### The metal 2 layer, run 1

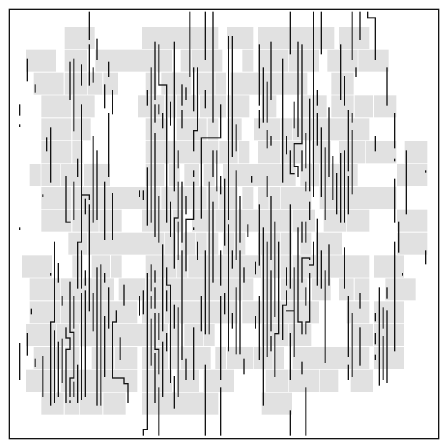
### Metal 1, run 1

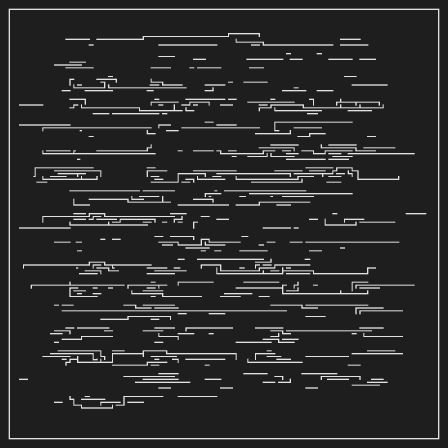
### Routed metal, one color a layer, run 1

Two of the layers only.
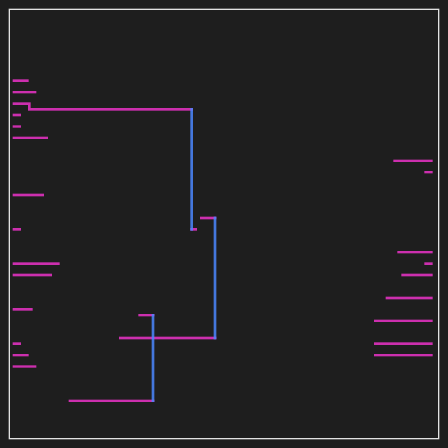
### Clock wiring as the flow saved it, run 1

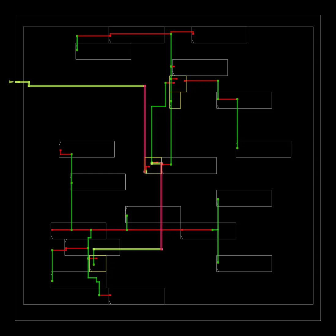
Design bcd_down_timer, sky130hd; sources not shown.
==> ci_impl_report.md, run 1 <==
## Implementation flow summary

| Metric | Value |
|---|---|
| Cts repair resizes | 0 |
| Crit path cell chain | nor4_1 > nand3_1 > nor3_1 > clkdlybuf4s50_1 |
| Crit Path Category | flop to output pin |
| Placed inst area | 1620 um^2 |
| CORE AREA | 2230 um^2 |
| Post-CTS Setup Bufs | 0 |
| Worst Max-Slew Pin Slew | 0.510 ns |
| Hold Vio Cnt, Final | 0 |
| I/O pin cnt | 39 |
| Syn Inst Count | 126 |
| Cell Type Count | 25 |
| Post-synth EDFFs | 0 |
| CP max FO | 5 |
| Row count | 17 |
| Pin count of the biggest net entering global routing | 43 |
| Leak | 0.630 nW |
| Final nets | 197 |
| Status | finished clean |
| Filler cell count | 167 |
| Biggest cell delay along the critical path | 0.64 ns |
| Ys Warns | 6 |
| Initial DRC Count | 15 |
## Picture notes: 'The metal 2 layer'
nets with wire on the layer: 178
wire length on this layer: 1400 um
main direction: vertical
longest straight run: 21.9 um
routed wire length: 2710 um
via count: 1108
met2 Usage GRT: 42.5%

## Picture notes: 'Metal 1'
wire length on this layer: 1150 um
nets with wire on the layer: 163
share of all routed wire: 43%
longest straight run: 26.7 um
met1 Usage GRT: 25.5%

## Picture notes: 'Routed metal, one color a layer'
[metal 3] magenta | wire length: 115 um
[metal 4] blue | wire length: 38.8 um
gr usage total: 23.5%
WL per Instance: 13.3 um

## Picture notes: 'Clock wiring as the flow saved it'
Post-Route Skew: 0.00707 ns
clock buffers: 3

-- run 1: worst max-delay path, delay by kind of cell (launching register included) --
kind | cells | cell delay, ns
simple gates | 3 | 0.93
flops | 1 | 0.47
buf+inv | 1 | 0.64
-- run 1: area by class of cell --
class                      instances  share of cell area, %
clock inverter                     1                  0.303
timing repair buffer              39                   23.5
inverter                          19                   4.32
tap                               28                   2.12
multi-input combinational         97                   42.6
clock buffer                       3                   1.37
sequential                        17                   25.8
-- run 1: synthesized netlist by cell type (2+ instances only) --
master    count  area share, %
inv_1        19            6.1
dfrtp_1      17             36
nand3b_1      8            5.1
nor3b_1       8            5.1
o21ai_0       8            3.4
o311ai_0      8            6.0
nor2_1        6            1.9
a21boi_1      4            2.6
clkbuf_1      4            1.3
nand2b_1      4            2.1
nand4_1       4            2.1
nor2b_1       4            2.1
nor4_1        4            2.1
nor4b_4       4            8.1
o211ai_1      4            2.6
o21a_1        4            2.6
o31a_1        4            3.0
xnor2_1       4            3.0
nand2_1       2           0.64
-- run 1: logic make-up after synthesis --
logic type	count (synthesis)	synth area share, %
buffers and inverters	23	7.36
AND-OR/OR-AND	32	20.1
XOR/XNOR	4	2.99
AND/OR/NAND/NOR	49	33.0
other	1	0.320
flip-flops	17	36.3
-- run 1: where the power goes --
part	switching [mW]	internal, mW	total, mW
clock network	0.0477	0.0309	0.0786
logic	0.0514	0.0567	0.108
registers	0.0231	0.155	0.178
total	0.122	0.242	0.364
-- run 1: layer usage --
metal	track usage (%)	share of wire [%]	vias up
li1	-	-	548
met1	25.5	43	527
met2	42.5	52	27
met3	5.06	4.2	6
met4	12.0	1.4	0
met5	0	0	-
--- run 2 (diff from run 1) ---
--- a/config.mk
+++ b/config.mk
@@ -6,7 +6,7 @@
 export NUM_CORES = 1
 export LEC_CHECK = 0
 export CAP_MARGIN = 20
-export CORE_UTILIZATION = 49
+export CORE_UTILIZATION = 45
 export CTS_CLUSTER_DIAMETER = 100
 export DETAILED_ROUTE_END_ITERATION = 8
 export GPL_ROUTABILITY_DRIVEN = 0
==> constraint.sdc (replaced) <==
create_clock -name CK -period 3 [get_ports CK]
set_input_delay 0.45 -clock CK [delete_from_list [all_inputs] [get_ports CK]]
set_output_delay 0.45 -clock CK [all_outputs]
set_load 0.02 [all_outputs]
==> ci_impl_report.md, run 2 <==
## Implementation flow summary

| Metric | Value |
|---|---|
| Status | finished clean |
| Top-area cell share | 36.3% (unchanged) |
| Via count | 1103 (-0.45%) |
| Synth top cell by count | inv_1 |
| Ys cells | 126 |
| Commonest cells post-synth | inv_1 (19), dfrtp_1 (17) |
| Post-Route Skew | 0.000852 ns (-0.00622 ns) |
| Initial DRC Count | 20 (+5) |
| Pin count of the biggest net entering global routing | 42 (-2.3%) |
| CORE AREA | 2480 um^2 (+11%) |
| CP max FO | 6 (+1) |
| Ys Warns | 6 (unchanged) |
| Critical Path RT | 2.55 ns |
| Post-synth EDFFs | 0 (unchanged) |
| Cell area leaders | dfrtp_1 (36%), nor4b_4 (8.1%), inv_1 (6.1%) |
| Hold Vio Cnt, Final | 0 (unchanged) |
| Row count | 18 (+1) |
| Routed wire length | 2740 um (+1.0%) |
| Post-CTS Setup Bufs | 0 (unchanged) |
| Gr usage total | 21.7% (-1.8 points) |
| Cts repair resizes | 0 (unchanged) |
| Syn Inst Count | 126 (unchanged) |
| Cell Type Count | 25 (unchanged) |
| WL per Instance | 13.3 um (about the same) |
| Critical Path AT | 2.29 ns |
| Leak | 0.630 nW (unchanged) |
| Crit Path Category | flop to output pin |
run 2: layout make-up:
type                    count  area share [%]
repair buffers             39            23.5
clock buffers               3            1.36
inverters                  19            4.32
clock inverters             1           0.303
well taps                  30            2.27
multi-input cells          97            42.5
flip-flops and latches     17            25.8
run 2: cell families after synthesis:
kind of cell | share of synthesized area (%)
xor gates and xnor gates | 2.99
other | 0.320
DFF | 36.3
buffers and inverters | 7.36
and+or+nand+nor | 33.0
AOI/OAI and AO/OA | 20.1
run 2: worst max-delay path, stage by stage, from the launching register on:
cell and delay (ns):
dfrtp_1 0.47, nor4_1 0.47, nand2_1 0.18, nor3_1 0.23, clkdlybuf4s50_1 0.64
run 2: through the flow:
stage               hold slack (ns)  cell area [um^2]  util (%)  cells
floorplan                     0.179              1210         -    137
detailed placement            0.646              1620      65.6    202
global route                  0.420              1650      66.7    206
global placement              0.629              1620      65.6    202
finish                        0.418              1650      66.7    206
CTS                           0.412              1650      66.7    206
run 2: per-layer routing:
metal | global-route usage (%) | vias up | share of wire, %
met1 | 27.3 | 524 | 44
li1 | - | 549 | -
met3 | 3.74 | 4 | 3.9
met5 | 0 | - | 0
met4 | 7.46 | 0 | 0.99
met2 | 37.1 | 26 | 51
run 2: power by group:
group	internal (mW)	switching [mW]	total [mW]	leakage, nW
registers	0.249	0.0371	0.287	0.209
clock network	0.0496	0.0766	0.126	0.0177
logic	0.0914	0.0823	0.174	0.403
### Drive-strength map, run 2

The bar under the picture is 20 um long.
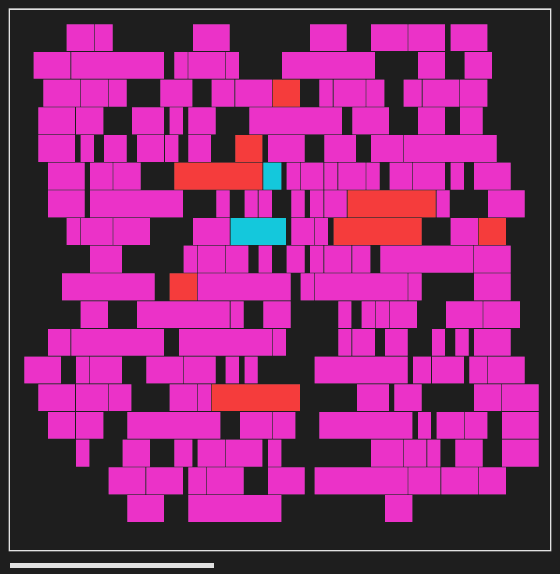
[_2 cells] cyan | cells: 2 | share: 1.1%
[_0 and _1 cells] magenta | cells: 166 | share: 94%
[_3 and _4 cells] red | cells: 8 | share: 4.5%
area growth from synthesis to layout: 40.9%
Signal buffers: 39
Setup WS post-layout: 0.263 ns
final non-filler cell area: 1650 um^2

### Clock wiring as the flow saved it, run 2

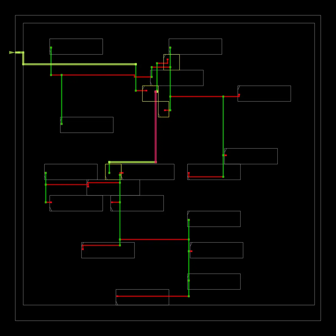
cts bufs inserted: 3
Power Clock: 126 uW
CTS sink cnt: 17
worst skew pair latency: 0.29 ns

Power figures rest on the tool's default switching activity, not on a simulated workload.
